### src/rtl/idli_sq_m.sv
// Issue sequencer for the nibble-serial execution unit.
// Generates the shared slot counter, walks each instruction through
// first-word capture, immediate fetch, execute and memory wait, and
// counts retired instructions. All state changes land on slot boundaries.
module idli_sq_m #(
  parameter int CTR_W = 2,
  parameter int RET_W = 16
) (
  input  logic             i_sq_gck,
  input  logic             i_sq_rst,
  input  logic             i_sq_enc_vld,
  input  logic             i_sq_need_imm,
  input  logic             i_sq_mem_op,
  input  logic             i_sq_mem_ack,
  input  logic             i_sq_redirect,
  output logic [CTR_W-1:0] o_sq_ctr,
  output logic             o_sq_run,
  output logic             o_sq_dec_en,
  output logic             o_sq_imm_en,
  output logic             o_sq_fetch_en,
  output logic             o_sq_flush,
  output logic [RET_W-1:0] o_sq_retired
);

  typedef enum logic [1:0] {
    ST_IDLE = 2'd0,
    ST_IMM  = 2'd1,
    ST_EXEC = 2'd2,
    ST_WAIT = 2'd3
  } state_t;

  state_t             state_reg;
  state_t             state_next;
  logic [CTR_W-1:0]   ctr_reg;
  logic [RET_W-1:0]   retired_reg;
  logic               flush_reg;
  logic               flush_next;
  logic               retire_next;
  logic               boundary;

  // Last cycle of the slot: the only cycle where decisions are taken.
  assign boundary = &ctr_reg;

  // Free-running slot counter; only reset stops it.
  always_ff @(posedge i_sq_gck) begin
    if (i_sq_rst) begin
      ctr_reg <= '0;
    end else begin
      ctr_reg <= ctr_reg + 1'b1;
    end
  end

  // Lifecycle state, flush pulse and retire count register together.
  always_ff @(posedge i_sq_gck) begin
    if (i_sq_rst) begin
      state_reg   <= ST_IDLE;
      flush_reg   <= 1'b0;
      retired_reg <= '0;
    end else begin
      state_reg <= state_next;
      flush_reg <= flush_next;
      if (retire_next) begin
        retired_reg <= retired_reg + 1'b1;
      end
    end
  end

  // Boundary decisions: next state, flush request and retirement.
  always_comb begin
    state_next  = state_reg;
    flush_next  = 1'b0;
    retire_next = 1'b0;
    if (boundary) begin
      unique case (state_reg)
        ST_IDLE: begin
          if (i_sq_enc_vld) begin
            state_next = i_sq_need_imm ? ST_IMM : ST_EXEC;
          end
        end
        ST_IMM: begin
          if (i_sq_enc_vld) begin
            state_next = ST_EXEC;
          end
        end
        ST_EXEC: begin
          // Memory op takes precedence; the word fetched meanwhile was
          // never requested because fetch was held off.
          if (i_sq_mem_op) begin
            state_next = ST_WAIT;
          end else if (i_sq_redirect) begin
            state_next  = ST_IDLE;
            flush_next  = 1'b1;
            retire_next = 1'b1;
          end else if (i_sq_enc_vld) begin
            state_next  = i_sq_need_imm ? ST_IMM : ST_EXEC;
            retire_next = 1'b1;
          end else begin
            state_next  = ST_IDLE;
            retire_next = 1'b1;
          end
        end
        ST_WAIT: begin
          if (i_sq_mem_ack) begin
            state_next  = ST_IDLE;
            retire_next = 1'b1;
          end
        end
        default: state_next = ST_IDLE;
      endcase
    end
  end

  // Per-slot enables decoded from the current state.
  always_comb begin
    o_sq_run      = 1'b0;
    o_sq_dec_en   = 1'b0;
    o_sq_imm_en   = 1'b0;
    o_sq_fetch_en = 1'b0;
    unique case (state_reg)
      ST_IDLE: begin
        o_sq_dec_en   = 1'b1;
        o_sq_fetch_en = 1'b1;
      end
      ST_IMM: begin
        o_sq_imm_en   = 1'b1;
        o_sq_fetch_en = 1'b1;
      end
      ST_EXEC: begin
        o_sq_run      = 1'b1;
        o_sq_dec_en   = 1'b1;
        o_sq_fetch_en = !i_sq_mem_op;
      end
      ST_WAIT: begin
        o_sq_run = 1'b0;
      end
      default: begin
        o_sq_run = 1'b0;
      end
    endcase
  end

  assign o_sq_ctr     = ctr_reg;
  assign o_sq_flush   = flush_reg;
  assign o_sq_retired = retired_reg;

endmodule

### config.mk
export PLATFORM = sky130hd
export DESIGN_NAME = idli_sq_m
export DESIGN_NICKNAME = d
export VERILOG_FILES = /design/src/rtl/idli_sq_m.sv
export SDC_FILE = /design/constraint.sdc
export NUM_CORES = 1
export LEC_CHECK = 0
export ABC_AREA = 1
export CORE_ASPECT_RATIO = 1.75
export CORE_MARGIN = 4
export CORE_UTILIZATION = 40
export CTS_CLUSTER_DIAMETER = 80
export DETAILED_ROUTE_END_ITERATION = 7
export PLACE_DENSITY = 0.68
export SETUP_SLACK_MARGIN = 0.3
export SYNTH_ARGS = -nofsm -noshare
export SYNTH_HDL_FRONTEND = slang
export SYNTH_SLANG_ARGS = --single-unit
### constraint.sdc
create_clock -name i_sq_gck -period 3.6 [get_ports i_sq_gck]
set_input_delay 0.54 -clock i_sq_gck [delete_from_list [all_inputs] [get_ports i_sq_gck]]
set_output_delay 0.54 -clock i_sq_gck [all_outputs]
set_load 0.01 [all_outputs]
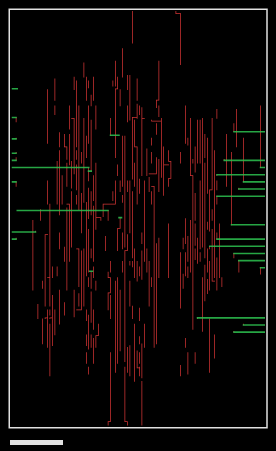
**Above:** run 1 (metal layers overlaid).
The bar under the picture is 10 microns long. Only two layers are drawn.
- met2: red (wire length 1460 microns)
- met3: green (wire length 143 microns)
detailed-route wire length: 2720 microns
total global routing track utilization: 14.9%
via count of the routed design: 1174

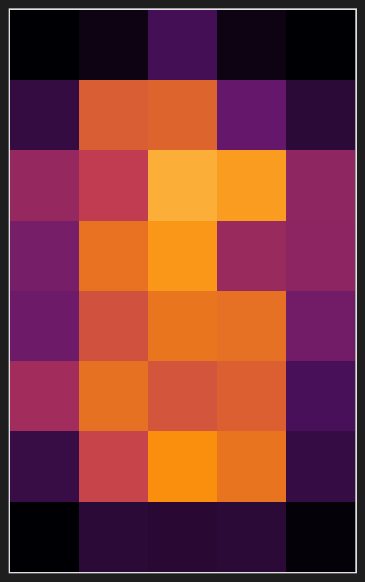
**Above:** run 1 (local utilization).
5 x 8 tiles, from black (low) to pale yellow (high), 0 to 100% covered.
- tiles over 75% full: 10%
- densest ninth of the die: centre
- nearly empty tiles: 10%
- mean over tiles: 38%
core area: 2750 sq um
fp util: 42.1%
post-route core utilization: 54.5%

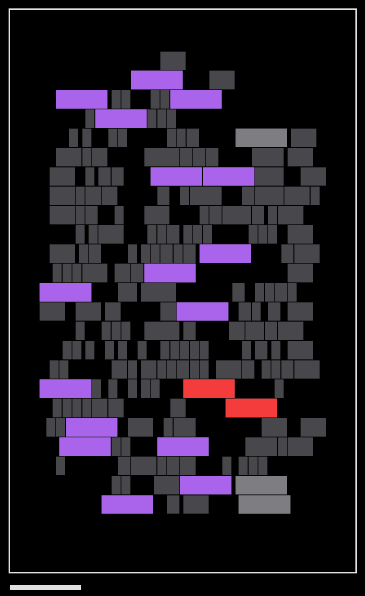
**Above:** run 1 (where the registers sit).
The bar under the picture is 10 microns long. Other sequential cells in the stronger grey, the rest of the logic in the fainter grey.
- state_reg: red (flops 2)
- o_sq_retired: purple (flops 16)
power in sequential cells: 239 uW
sequential share of cell area: 28.0%
register area: 420 sq um

==> results.json, run 1 <==
{
  "run_status": "complete, no violations",
  "yosys-mux-area-fraction_pct": 0,
  "hold_depth": 1,
  "critPathSlowestCell": "sky130_fd_sc_hd__clkdlybuf4s50_1",
  "dominant_power_group": "registers",
  "area_leaders": "sky130_fd_sc_hd__dfxtp_1, sky130_fd_sc_hd__nand2_1, sky130_fd_sc_hd__inv_1",
  "cts_tree": "yes",
  "async_reset_ff_share_pct": 0,
  "clock_slew_seen_by_the_registers_of_the_worst_setup_and_hold_paths_ns": 0.08,
  "fin_cells": 230,
  "multi_input_comb_cells": 118,
  "final_cell_mix": "sky130_fd_sc_hd__nand2_1, sky130_fd_sc_hd__inv_1, sky130_fd_sc_hd__clkdlybuf4s50_1",
  "placement.setup.worst_slack_ns": 1.33,
  "cp-endpoint": "o_sq_fetch_en",
  "aoi_share_pct": 8.85,
  "nClkBuffers": 3,
  "clock_latency_ns": 0.26,
  "drc": 0,
  "comb_cell_power_uw": 34.4,
  "critPathKind": "in2out",
  "yosys.area_share.xor_xnor_pct": 0.755,
  "non_clock_inverter_count": 31,
  "final-comb-area_sq_um": 592,
  "slew_viol_final": 0,
  "num_antenna_cells": 0,
  "fmax_mhz": 444,
  "design.seq.count": 21,
  "power_spent_charging_and_discharging_nets_uw": 97.0,
  "yosys_most_used_dff": "sky130_fd_sc_hd__dfxtp_1",
  "pg_clk_uw": 153,
  "final.setup.worst_slack_ns": 1.35,
  "drt_iter0_drc": 21,
  "use_met2_pct": 27.5,
  "synth_cells": 174,
  "ys_ff": 21,
  "synth.top_cell.area_share_pct": 36.2,
  "vias_in_the_first_global_route": 1145,
  "clk_root_buffer_cell": "sky130_fd_sc_hd__clkbuf_8",
  "max_slew.worst_pin.slew_ns": 0.464,
  "post-route-period-util_pct": 62.6,
  "numPortBuffers": 29,
  "synth-simple-area-share_pct": 39.3,
  "grt.busiest_layer": "met2",
  "timing.critical_path.slowest_cell_delay_ns": 0.56,
  "vdd_drop_max_mv": 0.179
}
==> run 1 -> run 2 <==
--- a/config.mk
+++ b/config.mk
@@ -11,7 +11,7 @@
 export CORE_UTILIZATION = 40
 export CTS_CLUSTER_DIAMETER = 80
 export DETAILED_ROUTE_END_ITERATION = 7
-export PLACE_DENSITY = 0.68
+export PLACE_DENSITY = 0.7
 export SETUP_SLACK_MARGIN = 0.3
 export SYNTH_ARGS = -nofsm -noshare
 export SYNTH_HDL_FRONTEND = slang
==> constraint.sdc (replaced) <==
create_clock -name i_sq_gck -period 1.9 [get_ports i_sq_gck]
set_input_delay 0.285 -clock i_sq_gck [delete_from_list [all_inputs] [get_ports i_sq_gck]]
set_output_delay 0.285 -clock i_sq_gck [all_outputs]
set_load 0.01 [all_outputs]
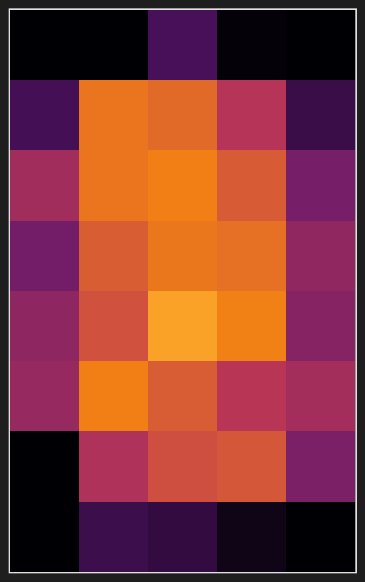
**Above:** run 2 (local utilization).
5 x 8 tiles, from black (low) to pale yellow (high), 0 to 100% covered.
- tiles over 75% full: 2.5%
- fullest tile: 80%
- densest ninth of the die: centre
- nearly empty tiles: 18%
- mean over tiles: 39%
post-route core utilization: 55.8%

==> results.json, run 2 <==
{
  "run_status": "complete, no violations",
  "seq_power_uw": 451,
  "clk_root_buffer_cell": "sky130_fd_sc_hd__clkbuf_8",
  "final.setup.worst_slack_ns": 0.342,
  "fmax_mhz": 642,
  "nClkBuffers": 3,
  "drc": 0,
  "yosys-mux-area-fraction_pct": 0,
  "final-comb-area_sq_um": 608,
  "non_clock_inverter_count": 31,
  "yosys_most_used_dff": "sky130_fd_sc_hd__dfxtp_1",
  "async_reset_ff_share_pct": 0,
  "timing.critical_path.slowest_cell_delay_ns": 0.58,
  "grt.busiest_layer": "met2",
  "fp-utilization_pct": 42.1,
  "critPathKind": "reg2out",
  "num_antenna_cells": 0,
  "clock_latency_ns": 0.26,
  "placement.setup.worst_slack_ns": 0.171,
  "synth-simple-area-share_pct": 39.3,
  "comb_cell_power_uw": 66.9,
  "hold_depth": 1,
  "vias_in_the_first_global_route": 1151
}
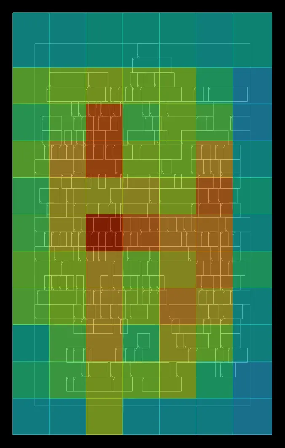
**Above:** run 2 (congestion heat map).
GR Layer Usage met3: 2.63%
grt met2 use: 29.5%
total global routing track utilization: 15.4%
GR Layer Usage met1: 16.2%

Power and IR drop assume default switching activity.
